[config.mk]
export PLATFORM = sky130hd
export DESIGN_NAME = mux_4to1
export DESIGN_NICKNAME = d
export VERILOG_FILES = /design/src/rtl/mux_4to1.sv
export SDC_FILE = /design/constraint.sdc
export NUM_CORES = 1
export LEC_CHECK = 0
export CAP_MARGIN = 20
export CORE_AREA = 2 2 39 41
export CTS_BUF_LIST = sky130_fd_sc_hd__clkbuf_4
export DETAILED_ROUTE_END_ITERATION = 10
export DIE_AREA = 0 0 41 43
export SLEW_MARGIN = 10
export SYNTH_ARGS = -nofsm -noshare
export SYNTH_HDL_FRONTEND = slang
export SYNTH_SLANG_ARGS = --single-unit
[constraint.sdc]
create_clock -name i_clk -period 0.8 [get_ports i_clk]
set_input_delay 0.16 -clock i_clk [delete_from_list [all_inputs] [get_ports i_clk]]
set_output_delay 0.16 -clock i_clk [all_outputs]
set_load 0.01 [all_outputs]
[src/rtl/mux_4to1.sv]
// mux_4to1: registered 4-way data selector with valid qualifier and synchronous active-low reset
module mux_4to1 #(
  parameter int WIDTH = 1,
  parameter logic [WIDTH-1:0] RST_VAL = '0
) (
  input  logic             i_clk,
  input  logic             i_rst_n,
  input  logic [WIDTH-1:0] i_a,
  input  logic [WIDTH-1:0] i_b,
  input  logic [WIDTH-1:0] i_c,
  input  logic [WIDTH-1:0] i_d,
  input  logic [1:0]       i_sel,
  input  logic             i_valid,
  output logic [WIDTH-1:0] o_data,
  output logic             o_valid,
  output logic [1:0]       o_sel
);
  logic [WIDTH-1:0] data_q, data_d, pick;
  logic [1:0]       sel_q, sel_d;
  logic             valid_q, valid_d;
  // pick the addressed input; data and select only advance on a valid sample
  always_comb begin
    pick    = i_sel[1] ? (i_sel[0] ? i_d : i_c) : (i_sel[0] ? i_b : i_a);
    data_d  = i_valid ? pick : data_q;
    sel_d   = i_valid ? i_sel : sel_q;
    valid_d = i_valid;
  end
  // output registers; reset overrides any sample arriving on the same edge
  always_ff @(posedge i_clk) begin
    if (!i_rst_n) begin
      data_q  <= RST_VAL;
      sel_q   <= 2'd0;
      valid_q <= 1'b0;
    end else begin
      data_q  <= data_d;
      sel_q   <= sel_d;
      valid_q <= valid_d;
    end
  end
  assign o_data  = data_q;
  assign o_sel   = sel_q;
  assign o_valid = valid_q;
endmodule

==> results.yml <==
# flow metrics
outcome:
  run_status: "finished, violations left"
  violations: "negative setup slack"
timing:
  hold_ws_ns: 0.2648
  final.period_utilization_pct: 102.3
  fin_ws_ns: -0.01838
  rsz0062_at_grt: "true"
  setup_viol: 4
worst_setup_path:
  startpoint: "o_sel[1]"
  crit_slowest_cell: "dfxtp_2"
  crit_chain: "buf_6"
  worst_setup_path_end_kind: "output port"
  required_ns: 0.64
  critPathTopFamily: "flip-flops"
floorplanning:
  initCoreUtil_pct: 12.57
  die_w_um: 41
global_routing:
  grt_max_degree: 7
  grt_overflow_total: 0
  track_usage_pct: 6.935
  grt_pass1_vias: 166
placed_design:
  hpwl_um: 311.5
  pre_cts_ws_ns: -0.4045
  placed_cells: 44
logic_synthesis:
  postSynthCellCount: 15
  syn_area_um2: 173.9
  synth_flops: 4
  avgSynthCellArea_um2: 11.59
  synth.distinct_cells: 7
detailed_routing:
  route.vias.total: 177
  detail_route.iter0.violations: 0
  wire_per_inst_um: 8.553
power:
  total_power_mw: 0.5702
  comb_power_share_pct: 18.6
  pg_clk_mw: 0.241
  pg_comb_mw: 0.106
final_layout:
  final_area_um2: 345.3
  final_util_pct: 24.95
  final-seq-area_um2: 83.83
  syn_to_final_growth_pct: 98.56
clock_tree:
  cts_tree: "done"
  cts_made_buffers: 3
  h-tree-depth: 1
  root_buffer: "clkbuf_4"
flow_run:
  warning_count: 28
-- cells in the mapped netlist --
| master | count | area share, % |
|---|---|---|
| and2_1 | 1 | 3.6 |
| dfxtp_1 | 4 | 46 |
| mux2i_1 | 4 | 23 |
| nand3_1 | 1 | 2.9 |
| nand3b_1 | 2 | 8.6 |
| nor2b_1 | 2 | 7.2 |
| o221ai_2 | 1 | 8.6 |
-- routing by layer --
| metal | global-route usage, % | share of wire, % | up-vias |
|---|---|---|---|
| met3 | 7.853 | 16 | 2 |
| met5 | 0 | 0 | - |
| met2 | 5.625 | 28 | 13 |
| met4 | 6.000 | 1.0 | 0 |
| met1 | 8.710 | 55 | 71 |
| li1 | - | - | 91 |
-- final cells by class --
| cell class | count | area share (%) |
|---|---|---|
| clock buffer | 3 | 6.522 |
| timing repair buffer | 13 | 36.23 |
| sequential | 4 | 24.28 |
| tap | 16 | 5.797 |
| multi-input combinational | 11 | 27.17 |
-- worst register-to-register path, stage by stage, from the launching register on --
cell and delay [ns]:
dfxtp_2 0.32, buf_4 0.12, mux2i_1 0.11, nor2b_1 0.06
-- cell families after synthesis --
logic type         share of synthesized area, %
and+or+nand+nor                           22.30
muxes                                     23.02
AOI/OAI and AO/OA                         8.631
DFF                                       46.05
-- what timing repair did --
action,4_1_cts,5_1_grt
resized,25,1
pin swaps,0,0
endpoints found under the setup margin,7,5
hold buffers,0,0
-- registers in the layout (all words and copies together), names as in the netlist --
| register | count |
|---|---|
| o_valid | 1 |
| o_data | 1 |
| o_sel | 2 |
-- final timing paths --
path         endpoint  slack (ns)  cells past startpoint
min reg2reg    o_data        0.52                      2
max          o_sel[1]       -0.02                      1
min          o_sel[1]        0.26                      3
max reg2reg  o_sel[1]        0.08                      3
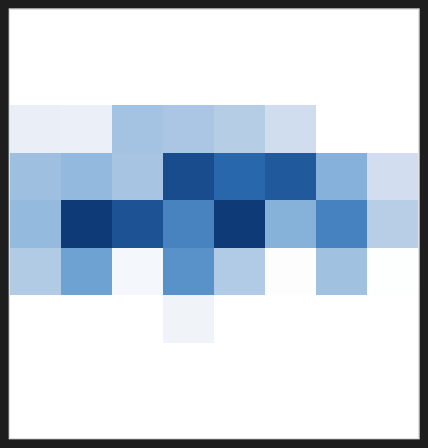
(cell area per tile)
8 x 9 tiles, from white (low) to dark blue (high), 0 to 100% covered.
60% of the tiles are nearly empty. The fullest tile reaches 96%. The mean over all tiles is 19%. 8.3% of the tiles are over 75% full.

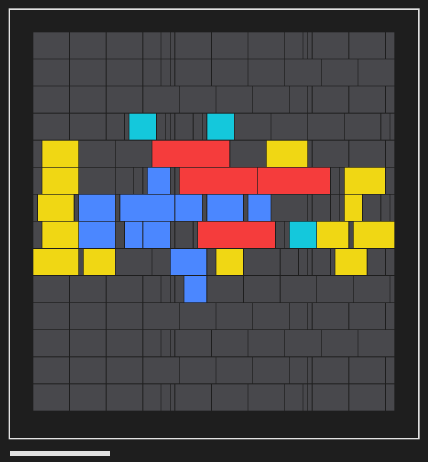
(placement by cell class)
Bar = 10 um. Fill, decap, tap and diode cells in grey.
all other logic: marked blue, cells 11, share of their area 29%. cells driving clock nets: marked cyan, cells 3, share of their area 6.9%. other buffers and delay cells: marked yellow, cells 13, share of their area 38%. flip-flops: marked red, cells 4, share of their area 26%.

Power is estimated from default activity; no workload was simulated.
